## src/rtl/ratio_scaler_pkg.sv

```systemverilog
// Shared definitions for the ratio scaler: FSM state encoding and the
// internal quotient width derived from the fraction-bit count.
package ratio_scaler_pkg;

  typedef enum logic [2:0] {
    IDLE = 3'd0,
    PREP = 3'd1,
    DIV  = 3'd2,
    MUL  = 3'd3,
    OUT  = 3'd4
  } state_t;

  // Quotient a/(a+d) is unsigned Q1.QF, so it needs one integer bit on top.
  function automatic int quot_width(input int qf);
    return qf + 1;
  endfunction

endpackage

```

## src/rtl/udiv_restoring.sv

```systemverilog
// Iterative restoring divider: quotient = floor(dividend * 2^(QW-1) / divisor),
// one quotient bit per clock, MSB first. The first bit is resolved on the
// start edge itself, so the result is complete after QW edges and done pulses
// for one cycle right after the last bit. Requires dividend < 2*divisor so the
// quotient fits QW bits; a zero divisor yields 0 with the same timing.
// QW must be at least 2.
module udiv_restoring #(
  parameter int N  = 13,
  parameter int QW = 13
) (
  input  logic          clk,
  input  logic          rst,
  input  logic          start,
  input  logic [N-1:0]  dividend,
  input  logic [N-1:0]  divisor,
  output logic [QW-1:0] quotient,
  output logic          done
);

  localparam int CW = $clog2(QW + 1);

  logic [N:0]    rem_reg;
  logic [QW-1:0] quo_reg;
  logic [CW-1:0] cnt_reg;
  logic          zero_reg;
  logic          done_reg;

  logic [N:0]    rem_cur;
  logic [N:0]    rem_next;
  logic [QW-1:0] quo_cur;
  logic          q_bit;

  // One restoring step: compare, conditionally subtract, pick the quotient bit.
  always_comb begin
    rem_cur  = start ? {1'b0, dividend} : rem_reg;
    quo_cur  = start ? '0 : quo_reg;
    q_bit    = (rem_cur >= {1'b0, divisor});
    rem_next = q_bit ? (rem_cur - {1'b0, divisor}) : rem_cur;
  end

  // Iteration state: load and take the first step on start, then step until the count runs out.
  always_ff @(posedge clk or negedge rst) begin
    if (!rst) begin
      rem_reg  <= '0;
      quo_reg  <= '0;
      cnt_reg  <= '0;
      zero_reg <= 1'b0;
      done_reg <= 1'b0;
    end else begin
      done_reg <= 1'b0;
      if (start) begin
        rem_reg  <= rem_next << 1;
        quo_reg  <= (quo_cur << 1) | QW'(q_bit);
        zero_reg <= (divisor == '0);
        cnt_reg  <= CW'(QW - 1);
      end else if (cnt_reg != '0) begin
        rem_reg  <= rem_next << 1;
        quo_reg  <= (quo_cur << 1) | QW'(q_bit);
        cnt_reg  <= cnt_reg - 1'b1;
        done_reg <= (cnt_reg == CW'(1));
      end
    end
  end

  assign quotient = zero_reg ? '0 : quo_reg;
  assign done     = done_reg;

endmodule

```

## src/rtl/ratio_scaler.sv

```systemverilog
// y = a * b * k / (a + d), one operand set at a time under valid/ready.
// The ratio a/(a+d) comes from an iterative divider; b*|k| is formed while
// the divider is being loaded, and the two are combined in a single multiply.
// The result is sign-magnitude {neg, mag} with negative zero suppressed.
module ratio_scaler
  import ratio_scaler_pkg::*;
#(
  parameter int W  = 12,
  parameter int QF = W
) (
  input  logic         clk,
  input  logic         rst,
  input  logic         cfg_we,
  input  logic [W-1:0] cfg_d,
  input  logic         in_valid,
  output logic         in_ready,
  input  logic [W-1:0] in_a,
  input  logic [W-1:0] in_b,
  input  logic [W-1:0] in_k,
  output logic         out_valid,
  input  logic         out_ready,
  output logic [W:0]   out_y,
  output logic         busy
);

  localparam int QW = quot_width(QF);

  state_t state_reg;
  state_t state_next;

  logic [W-1:0] d_reg;
  logic [W-1:0] a_reg;
  logic [W-1:0] b_reg;
  logic [W-1:0] kmag_reg;
  logic         negk_reg;
  logic [W-1:0] dsnap_reg;
  logic [W-1:0] p_reg;
  logic [W:0]   out_y_reg;

  logic [W-1:0]      k_abs;
  logic [W:0]        sum;
  logic [2*W-1:0]    prod_bk;
  logic [QW+W-1:0]   prod_qp;
  logic [W-1:0]      mag;
  logic              neg;
  logic              div_start;
  logic              div_done;
  logic [QW-1:0]     quot;

  // Operand arithmetic: |k| (the most negative code maps to 2^(W-1)), a+D, b*|k| and q*p.
  always_comb begin
    k_abs   = in_k[W-1] ? (~in_k + 1'b1) : in_k;
    sum     = {1'b0, a_reg} + {1'b0, dsnap_reg};
    prod_bk = {{W{1'b0}}, b_reg} * {{W{1'b0}}, kmag_reg};
    prod_qp = {{W{1'b0}}, quot} * {{QW{1'b0}}, p_reg};
    mag     = W'(prod_qp >> QF);
    neg     = negk_reg & (mag != '0);
  end

  udiv_restoring #(
    .N  (W + 1),
    .QW (QW)
  ) u_div (
    .clk      (clk),
    .rst      (rst),
    .start    (div_start),
    .dividend ({1'b0, a_reg}),
    .divisor  (sum),
    .quotient (quot),
    .done     (div_done)
  );

  // State register.
  always_ff @(posedge clk or negedge rst) begin
    if (!rst) begin
      state_reg <= IDLE;
    end else begin
      state_reg <= state_next;
    end
  end

  // Next-state logic: accept in IDLE, one cycle of prep, divide until done, multiply, hold result.
  always_comb begin
    state_next = state_reg;
    case (state_reg)
      IDLE:    if (in_valid) state_next = PREP;
      PREP:    state_next = DIV;
      DIV:     if (div_done) state_next = MUL;
      MUL:     state_next = OUT;
      OUT:     if (out_ready) state_next = IDLE;
      default: state_next = IDLE;
    endcase
  end

  // Outputs decoded from state only, so out_ready never reaches in_ready combinationally.
  always_comb begin
    in_ready  = (state_reg == IDLE);
    out_valid = (state_reg == OUT);
    busy      = (state_reg != IDLE);
    div_start = (state_reg == PREP);
  end

  // Offset register, writable on any cycle; transactions use their own snapshot.
  always_ff @(posedge clk or negedge rst) begin
    if (!rst) begin
      d_reg <= '0;
    end else if (cfg_we) begin
      d_reg <= cfg_d;
    end
  end

  // Datapath registers: capture operands on accept, form p in PREP, register the result in MUL.
  always_ff @(posedge clk or negedge rst) begin
    if (!rst) begin
      a_reg     <= '0;
      b_reg     <= '0;
      kmag_reg  <= '0;
      negk_reg  <= 1'b0;
      dsnap_reg <= '0;
      p_reg     <= '0;
      out_y_reg <= '0;
    end else begin
      if (state_reg == IDLE && in_valid) begin
        a_reg     <= in_a;
        b_reg     <= in_b;
        kmag_reg  <= k_abs;
        negk_reg  <= in_k[W-1];
        dsnap_reg <= d_reg;
      end
      if (state_reg == PREP) begin
        p_reg <= W'(prod_bk >> (W - 1));
      end
      if (state_reg == MUL) begin
        out_y_reg <= {neg, mag};
      end
    end
  end

  assign out_y = out_y_reg;

endmodule
```

## config.mk

```make
export PLATFORM = sky130hd
export DESIGN_NAME = ratio_scaler
export DESIGN_NICKNAME = d
export VERILOG_FILES = /design/src/rtl/ratio_scaler_pkg.sv /design/src/rtl/udiv_restoring.sv /design/src/rtl/ratio_scaler.sv
export SDC_FILE = /design/constraint.sdc
export NUM_CORES = 1
export LEC_CHECK = 0
export CORE_AREA = 2 2 126 251
export CTS_CLUSTER_DIAMETER = 80
export DETAILED_ROUTE_END_ITERATION = 8
export DIE_AREA = 0 0 128 253
export PLACE_DENSITY_LB_ADDON = 0.15
export SETUP_SLACK_MARGIN = 0.02
export SYNTH_ARGS = -nofsm -noshare
export SYNTH_HDL_FRONTEND = slang
export SYNTH_SLANG_ARGS = --single-unit
export TNS_END_PERCENT = 100
```

## constraint.sdc

```tcl
create_clock -name clk -period 11.7 [get_ports clk]
set_clock_uncertainty 0.15 [all_clocks]
set_input_delay 2.34 -clock clk [delete_from_list [all_inputs] [get_ports clk]]
set_output_delay 2.34 -clock clk [all_outputs]
set_load 0.03 [all_outputs]
```

**Run 1: cell sizes after repair**

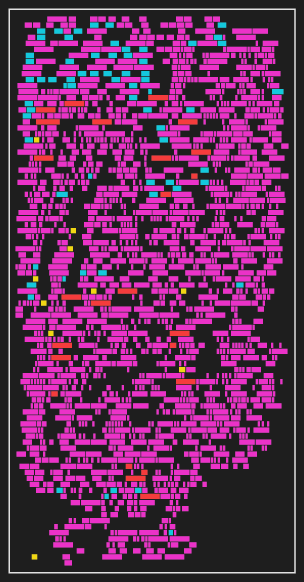
- _2 cells: cyan (cells 66)
- _3 and _4 cells: yellow (cells 10)
- _0 and _1 cells: magenta (cells 1589)
- _6 and larger: red (cells 24)
count of non-CTS buffers in the layout: 73
fin worst setup slack: 4650 ps
post-route cell area: 0.0165 mm^2
Area growth syn-to-layout: 9.61%

**Run 1: congestion heat map**

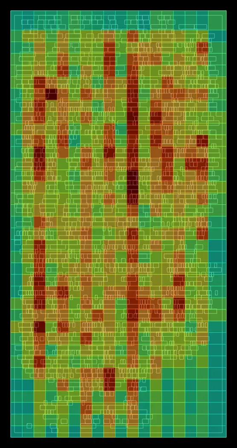
met2 Use GR: 39.2%
Most Used Layer, Global Route: met2

==> impl_metrics.yaml, run 1 <==
# physical design summary
hold_path:
  hp-class: "reg2reg"
  min_path_cells: 2
  min_to: "out_y[1]$_DFFE_PN0P_"
critical_path:
  worst_path_largest_cell_delay_ps: 800
  r2r_end: "out_y[12]$_DFFE_PN0P_"
  critical_path_required_ps: 11840
logic_synthesis:
  fa_ha_area_share_pct: 39.2
  synth_cell_type_count: 60
  yosysSeqAreaShare_pct: 20.1
  common_cells: "nand2_1, inv_1, fa_1"
  yosys_cells: 1664
  yosys.area_share.simple_pct: 16.3
  top_cell: "nand2_1"
floorplan:
  ios: 69
finish:
  seq_area_mm2: 0.00303
  flops: 121
  comb_area_mm2: 0.0107
  fin_cells: 2061
  largest_cell_class: "logic gates"
timing:
  rsz0062_at_grt: "false"
  worst_pin_slew_ps: 895
  slew_viol_final: 0
  min_period_over_period_pct: 60.3
  fmax_ghz: 0.142
  hold_viol_final: 0
global_routing:
  antenna_found_initial: 0
  track_usage_pct: 21.9
  grt_pass1_wl_um: 56400
detailed_routing:
  wl_um: 33300
  met1_length_um: 13500
  vias: 11000
  ant_nets: 0
cts:
  cts.sink_count: 121
  hold_buffers: 0
  clock-root-buffer: "clkbuf_16"
placement:
  place_inst: 2030
  io_buffers: 68
  placed_cell_area_mm2: 0.0160
  gp_congestion: 0.891
  dp_hpwl_um: 26700
run:
  drv_cap: 0
run_status:
  outcome: "finished clean"
**Run 1: placement density heat map**

13 x 25 tiles, from black (low) to pale yellow (high), 0 to 100% covered.
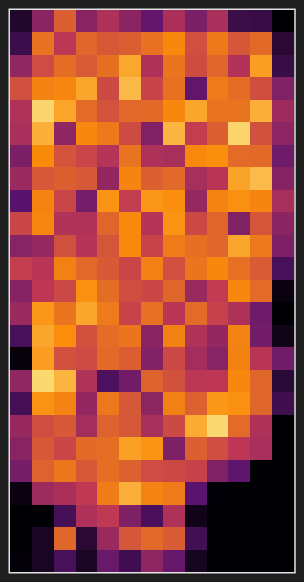
- emptiest ninth of the die: south-east
- nearly empty tiles: 8.3%
- fullest tile: 92%
area of the core: 0.0305 mm^2
fp util: 49.4%
final core utilization: 54.1%

**Run 1: placed cells, one color a class**

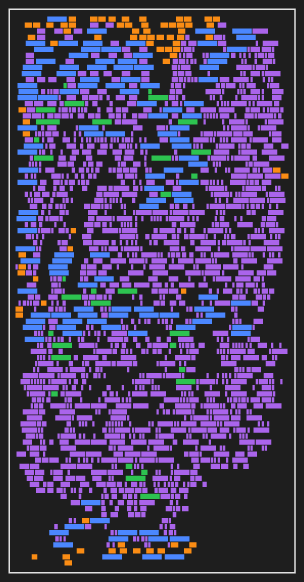

==> run 2: changes to the inputs <==
- clock period: 11.7 -> 6.9 ns (I/O delays scaled with it)
**Run 2: placed cells, one color a class**

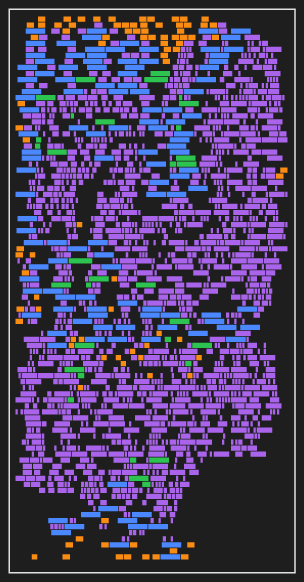
- clock drivers and dummy loads: green (cells 32; share of their area 3.6%)
- combinational and other logic: purple (cells 1464; share of their area 73%)
- remaining buffers and delay cells: orange (cells 89; share of their area 5.1%)
- sequential cells: blue (cells 121; share of their area 19%)
post-route cell area: 0.0167 mm^2
Std-Cell Rows: 91
sequential cell area share: 18.1%

**Run 2: cell sizes after repair**

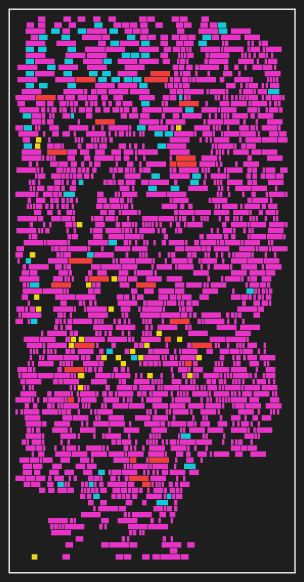
- _0 and _1 cells: magenta (cells 1584)
- _2 cells: cyan (cells 70)
- _6 and larger: red (cells 25)
- _3 and _4 cells: yellow (cells 27)
count of non-CTS buffers in the layout: 89
fin worst setup slack: 356 ps
Area growth syn-to-layout: 10.8%

==> impl_metrics.yaml, run 2 <==
# physical design summary
critical_path:
  r2r_end: "out_y[12]$_DFFE_PN0P_"
  r2r_start: "u_div.zero_reg$_DFFE_PN0P_"
  critical_path_required_ps: 7050
  worstSetupPathType: "reg2reg"
run:
  drv_cap: 0
timing:
  slew_viol_final: 0
  min_period_over_period_pct: 94.8
  hold_viol_final: 0
  rsz0062_at_grt: "false"
  worst_pin_slew_ps: 850
  fmax_ghz: 0.153
  holdWs_ps: 334
finish:
  finish.utilization_pct: 54.7
  largest_cell_class: "logic gates"
  fin_cells: 2078
  flops: 121
  comb_area_mm2: 0.0107
  seq_area_mm2: 0.00303
logic_synthesis:
  fa_ha_area_share_pct: 39.2
  top_cell: "nand2_1"
  synth_cell_type_count: 60
  yosys_cells: 1664
  yosysSeqAreaShare_pct: 20.1
  common_cells: "nand2_1, inv_1, fa_1"
  area_leaders: "fa_1, dfrtp_1, ha_1"
  synth-main-ff-cell: "dfrtp_1"
  yosys.area_share.simple_pct: 16.3
placement:
  gp_congestion: 0.877
  dp_hpwl_um: 26600
  place_inst: 2046
  placed_cell_area_mm2: 0.0161
  io_buffers: 68
detailed_routing:
  ant_nets: 0
  met1_length_um: 13400
  wl_um: 33200
  vias: 11100
global_routing:
  gr-max-usage-layer: "met2"
  track_usage_pct: 22.0
  antenna_found_initial: 0
  use_met2_pct: 39.2
  grt_pass1_wl_um: 56800
floorplan:
  core_area_mm2: 0.0305
  fp_util_pct: 49.4
  ios: 69
cts:
  hold_buffers: 0
  clock-root-buffer: "clkbuf_16"
  cts.sink_count: 121
hold_path:
  min_path_cells: 2
  min_to: "out_y[6]$_DFFE_PN0P_"
  hp-class: "reg2reg"
run_status:
  outcome: "finished clean"
